Run 1, signal wires by layer:
Scale: 4 px per micron. Two of the layers only.
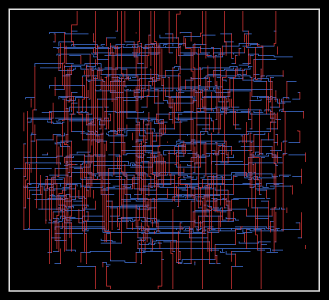
Run 1, cell placement:
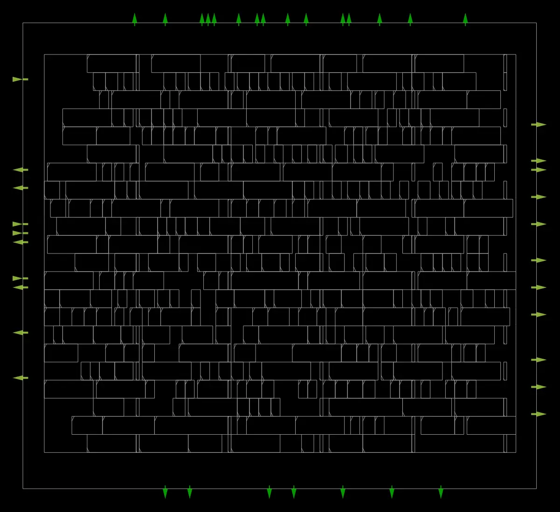
Run 1, cell area per tile:
Scale: 4 px per micron. 8 x 7 tiles, from black (low) to pale yellow (high), 0 to 100% covered.
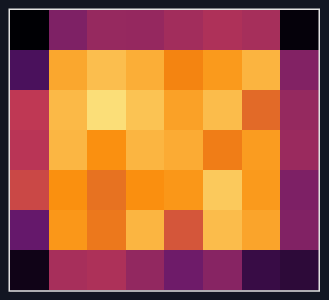
### src/rtl/pwm_input_sync.sv
// -----------------------------------------------------------------------------
// pwm_input_sync
//
// Brings an asynchronous PWM input into the clk domain and decodes its edges.
// Two flops form the synchroniser. A third history flop holds the previous
// synchronised level, which the combinational rise/fall decode compares
// against.
//
// Timing: a transition of pwm_i just before clk edge t is seen on level_o
// after edge t+1. rise_o/fall_o are high for the one cycle that follows.
//
// Ports:
//   clk_i   - system clock
//   rst_i   - synchronous, active-high reset; clears all three flops
//   pwm_i   - raw external PWM signal, asynchronous to clk_i
//   level_o - synchronised level (registered)
//   rise_o  - combinational one-cycle rise indication
//   fall_o  - combinational one-cycle fall indication
// -----------------------------------------------------------------------------
module pwm_input_sync (
  input  logic clk_i,
  input  logic rst_i,
  input  logic pwm_i,
  output logic level_o,
  output logic rise_o,
  output logic fall_o
);

  logic sync0_q;
  logic sync1_q;
  logic last_q;

  always_ff @(posedge clk_i) begin
    if (rst_i) begin
      sync0_q <= 1'b0;
      sync1_q <= 1'b0;
      last_q  <= 1'b0;
    end else begin
      sync0_q <= pwm_i;
      sync1_q <= sync0_q;
      last_q  <= sync1_q;
    end
  end

  assign level_o = sync1_q;
  assign rise_o  = sync1_q & ~last_q;
  assign fall_o  = ~sync1_q & last_q;

endmodule

### src/rtl/pwm_capture.sv
// -----------------------------------------------------------------------------
// pwm_capture
//
// Input-capture channel of the PWM peripheral. It measures the period and the
// high time of an external PWM signal in clk cycles.
//
// The counter loads 1 on every enabled rise, so at the next rise it holds
// exactly the number of cycles since the previous rise. At each fall its value
// is the high time, which is parked in a shadow register. At the following
// rise both values are published together with a one-cycle captureValid
// strobe.
//
// The first rise after IDLE only arms the measurement. A counter that
// saturates with no edge produces a one-cycle timeout pulse and returns the
// FSM to IDLE. Published values are never cleared except by reset.
//
// captureValid, timeout, risingEdge and fallingEdge are single-cycle event
// strobes. They have no handshake and no backpressure: a consumer that needs
// them must sample them in the cycle they are high.
//
// Parameters:
//   WIDTH        - counter width and width of the captured values
// Ports:
//   clk          - system clock
//   rst          - synchronous, active-high reset
//   enable       - capture enable; low forces IDLE and discards a measurement
//   pwm_in       - external PWM signal, asynchronous to clk
//   periodValue  - last captured period (clk cycles)
//   highValue    - last captured high time (clk cycles)
//   captureValid - one-cycle pulse when periodValue/highValue update
//   timeout      - one-cycle pulse when the counter saturates without an edge
//   risingEdge   - registered one-cycle pulse per detected rising edge
//   fallingEdge  - registered one-cycle pulse per detected falling edge
//   pwmLevel     - synchronised level of pwm_in
//   dbgState     - current FSM state (IDLE=0, HIGH=1, LOW=2), for observation
// -----------------------------------------------------------------------------
module pwm_capture #(
  parameter int WIDTH = 16
) (
  input  logic             clk,
  input  logic             rst,
  input  logic             enable,
  input  logic             pwm_in,
  output logic [WIDTH-1:0] periodValue,
  output logic [WIDTH-1:0] highValue,
  output logic             captureValid,
  output logic             timeout,
  output logic             risingEdge,
  output logic             fallingEdge,
  output logic             pwmLevel,
  output logic [1:0]       dbgState
);

  localparam logic [1:0] ST_IDLE = 2'd0;
  localparam logic [1:0] ST_HIGH = 2'd1;
  localparam logic [1:0] ST_LOW  = 2'd2;

  localparam logic [WIDTH-1:0] CNT_ONE = WIDTH'(1);
  localparam logic [WIDTH-1:0] CNT_MAX = {WIDTH{1'b1}};

  logic             level;
  logic             rise;
  logic             fall;

  logic [1:0]       state_q;
  logic [WIDTH-1:0] count_q;
  logic [WIDTH-1:0] count_d;
  logic [WIDTH-1:0] high_shadow_q;
  logic [WIDTH-1:0] period_q;
  logic [WIDTH-1:0] high_q;
  logic             capture_valid_q;
  logic             timeout_q;
  logic             rising_edge_q;
  logic             falling_edge_q;
  logic             count_sat;

  pwm_input_sync u_sync (
    .clk_i   (clk),
    .rst_i   (rst),
    .pwm_i   (pwm_in),
    .level_o (level),
    .rise_o  (rise),
    .fall_o  (fall)
  );

  // Saturating increment. It holds at all-ones so that a fall or rise that
  // arrives in the saturation cycle still measures all-ones.
  assign count_sat = (count_q == CNT_MAX);
  assign count_d   = count_sat ? count_q : (count_q + CNT_ONE);

  always_ff @(posedge clk) begin
    if (rst) begin
      state_q         <= ST_IDLE;
      count_q         <= '0;
      high_shadow_q   <= '0;
      period_q        <= '0;
      high_q          <= '0;
      capture_valid_q <= 1'b0;
      timeout_q       <= 1'b0;
      rising_edge_q   <= 1'b0;
      falling_edge_q  <= 1'b0;
    end else begin
      // Edge strobes follow the synchroniser whatever the enable state is.
      rising_edge_q   <= rise;
      falling_edge_q  <= fall;
      capture_valid_q <= 1'b0;
      timeout_q       <= 1'b0;

      if (!enable) begin
        // Abandon any measurement silently. Published values stay as they are.
        state_q <= ST_IDLE;
        count_q <= '0;
      end else begin
        case (state_q)
          ST_IDLE: begin
            // A fall here is ignored. Only a rise arms a measurement.
            if (rise) begin
              count_q <= CNT_ONE;
              state_q <= ST_HIGH;
            end else begin
              count_q <= '0;
            end
          end

          ST_HIGH: begin
            if (rise) begin
              count_q <= CNT_ONE;
            end else if (fall) begin
              high_shadow_q <= count_q;
              count_q       <= count_d;
              state_q       <= ST_LOW;
            end else if (count_sat) begin
              timeout_q <= 1'b1;
              count_q   <= '0;
              state_q   <= ST_IDLE;
            end else begin
              count_q <= count_d;
            end
          end

          ST_LOW: begin
            if (rise) begin
              period_q        <= count_q;
              high_q          <= high_shadow_q;
              capture_valid_q <= 1'b1;
              count_q         <= CNT_ONE;
              state_q         <= ST_HIGH;
            end else if (count_sat) begin
              timeout_q <= 1'b1;
              count_q   <= '0;
              state_q   <= ST_IDLE;
            end else begin
              count_q <= count_d;
            end
          end

          default: begin
            state_q <= ST_IDLE;
            count_q <= '0;
          end
        endcase
      end
    end
  end

  assign periodValue  = period_q;
  assign highValue    = high_q;
  assign captureValid = capture_valid_q;
  assign timeout      = timeout_q;
  assign risingEdge   = rising_edge_q;
  assign fallingEdge  = falling_edge_q;
  assign pwmLevel     = level;
  assign dbgState     = state_q;

endmodule

### config.mk
export PLATFORM = sky130hd
export DESIGN_NAME = pwm_capture
export DESIGN_NICKNAME = d
export VERILOG_FILES = /design/src/rtl/pwm_input_sync.sv /design/src/rtl/pwm_capture.sv
export SDC_FILE = /design/constraint.sdc
export NUM_CORES = 1
export LEC_CHECK = 0
export CORE_ASPECT_RATIO = 0.9
export CORE_MARGIN = 3
export CORE_UTILIZATION = 65
export DETAILED_ROUTE_END_ITERATION = 12
export DONT_BUFFER_PORTS = 1
export PLACE_DENSITY = 0.86
export SLEW_MARGIN = 20
export SYNTH_ARGS = -nofsm -noshare
export SYNTH_HDL_FRONTEND = slang
export SYNTH_HIERARCHICAL = 1
export SYNTH_SLANG_ARGS = --single-unit
### constraint.sdc
create_clock -name clk -period 3.7 [get_ports clk]
set_input_delay 0.555 -clock clk [delete_from_list [all_inputs] [get_ports clk]]
set_output_delay 0.555 -clock clk [all_outputs]
set_load 0.01 [all_outputs]
==> out/qor.txt, run 1 <==
Clock tree from TritonCTS -> built
Signal inverters -> 6
Final worst hold slack -> 0.269 ns
Synth Register Bits -> 73
Worst setup path class -> flip-flop to flip-flop
Worst setup path start -> u_sync/level_o$_SDFF_PP0_
Capturing element of the worst setup path -> highValue[1]$_SDFFE_PP0P_
Relative max-transition margin -> 35.8%
Power share of the sequential group -> 51.9%
Number of global-route vias before repair -> 2226
Kind of path behind the tightest hold check -> primary input to flip-flop
Power group with the highest consumption -> sequential cells
Largest fanout on the critical path -> 18
Die x size -> 77.2 microns
Met1 Resource Use GR -> 26.7%
Power per cell area -> 476 nW/um^2
Instance count of the mapped netlist -> 351
Met3 track demand over resource -> 9.79%
Async S/R FF share, synth -> 0%
Endpoint required time on the critical path -> 3.94 ns
Element type at the critical path end -> flip-flop
Detailed route wirelength on metal2 -> 2.91 mm
Number of detailed-routing iterations run before antenna repair -> 4
Std cell rows -> 22
Setup TNS -> 0 ns
Time the final worst path needs with I/O delays and setup -> 2.52 ns
Yosys stat cell total -> 351
Yosys synthesis chip area -> 2960 sq um
Clock buffer count -> 12
Effective utilization at floorplan -> 69.9%
Total DRC errors in the routed layout -> 0
Share of post-route cells with drive strength above 1 -> 10.1%
Stage-log warning count -> 29
Combinational cell fraction of total power -> 0.9%
Worst ir drop on vdd -> 0.380 mV
Portion of the clock cycle consumed by the worst path in the final layout -> 68.1%
Highest routed layer -> met4
Antenna diodes -> 0
Routability-driven placement congestion ratio -> 0.888
Pre-CTS setup slack -> 1.26 ns
Post-layout nets -> 353
Total clock sinks -> 73
Post-CTS Setup Bufs -> 0
Met2 Usage GRT -> 37.8%
Post-Synthesis Net Count -> 361
Main kind of combinational logic by area -> simple AND/OR/NAND/NOR gates
Area of the die -> 5400 sq um
Clock slew at reported path FFs -> 0.07 ns
FF-to-FF setup slack -> 1.18 ns
Outcome -> completed
P_seq -> 0.790 mW
Number of buffers created by CTS -> 9
Synth Seq Share -> 49.3%
Kind of start point of the critical path -> flip-flop
Top_reg_cell synth -> sky130_fd_sc_hd__dfxtp_1
Pin slew with the least headroom to its limit -> 0.958 ns
Die height -> 70.0 microns
Count of different cell masters after synthesis -> 43
Multi-input combinational gate total -> 250
CTS-repair resized insts -> 0
Capture endpoint of the worst hold path -> u_sync/sync0_q$_SDFF_PP0_
Yosys warning count -> 6
ANT nets after route -> 0
Overall global routing resource usage -> 23.2%
Proportion of netlist area held by the largest area contributor -> 49.3%
Depth of the critical timing path with buffers and inverters included -> 5
Core footprint -> 4240 sq um
Clock share of power -> 47.2%
Top Ports -> 43
Input/output buffers -> 0
Synth Area in XOR/XNOR -> 0.296%
Routed length on met3 -> 368 microns
Post-synthesis share of cell area spent on and, or, nand and nor gates -> 27.6%
Fin. max-slew vios -> 0
Per-cell via count in the routed design -> 5.76
Cell type with the largest total area -> sky130_fd_sc_hd__dfxtp_1
-- 'signal wires by layer' (at the start) --
| colour | layer | wire length |
|---|---|---|
| red | M2 | 2910 microns |
| blue | M1 | 2530 microns |

-- 'cell placement' (at the start) --
num tapcells: 60
flop count: 73
flop share of the area: 45.8%

-- 'cell area per tile' (at the start) --
tiles over 75% full: 43%
mean over tiles: 58%
fullest tile: 93%
densest ninth of the die: middle
nearly empty tiles: 3.6%

## Run 2: what changed since run 1
CORE_UTILIZATION = 62   (was 65)
PLACE_DENSITY = 0.83   (was 0.86)
clock period = 2.4 ns   (was 3.7 ns; I/O delays follow)
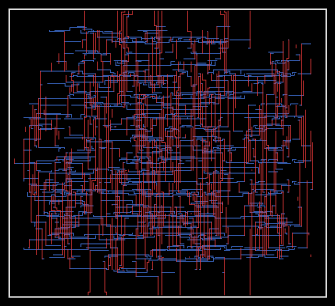
Run 2: signal wires by layer
Scale: 4 px per micron. Two of the layers only.
| colour | layer | wire length |
|---|---|---|
| red | M2 | 3050 microns |
| blue | M1 | 2630 microns |

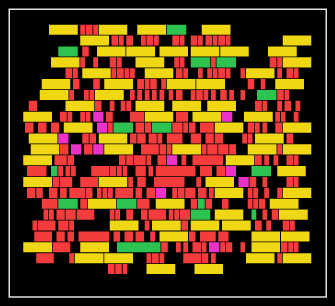
Run 2: placement by cell class
Scale: 4 px per micron.
| colour | class | cells |
|---|---|---|
| magenta | remaining buffers and delay cells | 11 |
| red | remaining logic cells | 256 |
| yellow | registers | 73 |
| green | clock drivers and dummy loads | 15 |

==> run 2 against run 1 <==
Clock skew fell by 0.0018 ns. Highest routed layer unchanged. Power rose by 44%. Sequential share of layout area fell by 0.39 points. Routed wire length rose by 4.2%. Critical endpoint is now count_q[0]$_SDFF_PP0_. Critical path type unchanged. Register-to-register slack got worse by 0.93 ns. Area after synthesis did not move. Maximum frequency rose by 17%.
==> out/qor.txt, run 2 <==
Routability-driven placement congestion ratio -> 0.893 (+0.56%)
EDFF count, synth -> 0
Relative max-transition margin -> 72.1% (+36 points)
Kind of path behind the tightest hold check -> primary input to flip-flop
Power group with the highest consumption -> sequential cells
Routed length on met3 -> 399 microns (+8.4%)
Instance count of the mapped netlist -> 351 (unchanged)
Pre-CTS setup slack -> 0.247 ns (-1.02 ns)
Flop share of the area -> 45.4% (-0.39 points)
Synth Seq Share -> 49.3% (unchanged)
Clock share of power -> 43.3% (-3.9 points)
Kind of start point of the critical path -> flip-flop
Area of the die -> 5640 sq um (+4.4%)
Count of different cell masters after synthesis -> 43 (unchanged)
Mux share of post-synthesis cell area -> 0.718%
Time the final worst path needs with I/O delays and setup -> 2.15 ns (-0.371 ns)
Async S/R FF share, synth -> 0% (unchanged)
Number of detailed-routing iterations run before antenna repair -> 5 (+1)
Overall global routing resource usage -> 23.8% (+0.55 points)
Flop count -> 73 (unchanged)
Total DRC errors in the routed layout -> 0 (unchanged)
Post-layout nets -> 361 (+2.3%)
Fin cells -> 417
Top_reg_cell synth -> sky130_fd_sc_hd__dfxtp_1
Power share of the sequential group -> 55.7% (+3.8 points)
Worst setup path start -> count_q[0]$_SDFF_PP0_
CTS-repair resized insts -> 0 (unchanged)
RSZ-0062 raised after global routing -> false
Stage-log warning count -> 29 (unchanged)
Clock slew at reported path FFs -> 0.07 ns (about the same)
Element type at the critical path end -> flip-flop
Outcome -> completed
Endpoint required time on the critical path -> 2.67 ns (-1.27 ns)
Met3 track demand over resource -> 9.67% (-0.12 points)
FF-to-FF setup slack -> 0.25 ns (-0.93 ns)
Synth Register Bits -> 73 (unchanged)
Fraction of area in clock buffers and inverters -> 6.06%
Worst ir drop on vdd -> 0.450 mV (+18%)
Register-to-Register Path Depth -> 7
Yosys warning count -> 6 (unchanged)
Proportion of netlist area held by the largest area contributor -> 49.3% (unchanged)
ANT nets after route -> 0 (unchanged)
Clock tree from TritonCTS -> built
Die height -> 71.6 microns (+2.2%)
Std cell rows -> 23 (+4.5%)
Portion of the clock cycle consumed by the worst path in the final layout -> 89.6% (+21 points)
Fin. max-slew vios -> 0 (unchanged)
Top Ports -> 43 (unchanged)
Number of global-route vias before repair -> 2360 (+6.0%)
Worst r2r src -> count_q[0]$_SDFF_PP0_
Worst path top cell family by delay -> simple AND/OR/NAND/NOR gates
Main kind of combinational logic by area -> simple AND/OR/NAND/NOR gates
Input/output buffers -> 0 (unchanged)
Post-CTS Setup Bufs -> 0 (unchanged)
Effective utilization at floorplan -> 65.5% (-4.3 points)
Share of post-route cells with drive strength above 1 -> 11.5% (+1.5 points)
Cell type with the largest total area -> sky130_fd_sc_hd__dfxtp_1
P_seq -> 1.22 mW (+54%)
Cell with the most instances on the worst path -> sky130_fd_sc_hd__ha_1
Power per cell area -> 678 nW/um^2 (+42%)
Total clock sinks -> 73 (unchanged)
Post-synthesis share of cell area spent on and, or, nand and nor gates -> 27.6% (unchanged)
Met2 Usage GRT -> 40.8% (+3.0 points)
Final worst hold slack -> 0.0763 ns (-0.192 ns)
Yosys stat cell total -> 351 (unchanged)
Pin slew with the least headroom to its limit -> 0.414 ns (-0.544 ns)
Die x size -> 78.9 microns (+2.2%)
Multi-input combinational gate total -> 250 (unchanged)
Cells taking the most area after synthesis -> sky130_fd_sc_hd__dfxtp_1 (49%), sky130_fd_sc_hd__nand2_1 (13%), sky130_fd_sc_hd__a21oi_1 (10%), sky130_fd_sc_hd__ha_1 (2.5%), sky130_fd_sc_hd__clkbuf_1 (1.8%)
Switching Fraction -> 19.8%
Core footprint -> 4520 sq um (+6.6%)
Capture endpoint of the worst hold path -> high_shadow_q[1]$_SDFFE_PP0P_
Met1 Resource Use GR -> 26.8% (+0.10 points)
Per-cell via count in the routed design -> 5.77 (+0.17%)
Antenna diodes -> 0 (unchanged)
Detailed route wirelength on metal2 -> 3.05 mm (+4.8%)
Depth of the critical timing path with buffers and inverters included -> 7 (+2)
Largest fanout on the critical path -> 7 (-11)
Synth Area in XOR/XNOR -> 0.296% (unchanged)
Highest routed layer -> met4
Combinational cell fraction of total power -> 1.0% (about the same)
Total non-filler cell area in the finished layout -> 3220 sq um
Yosys synthesis chip area -> 2960 sq um (unchanged)
Setup TNS -> 0 ns (unchanged)
Worst setup path class -> flip-flop to flip-flop
Number of buffers created by CTS -> 9 (unchanged)
No activity file was given, so power comes from the tool's default toggle rates.
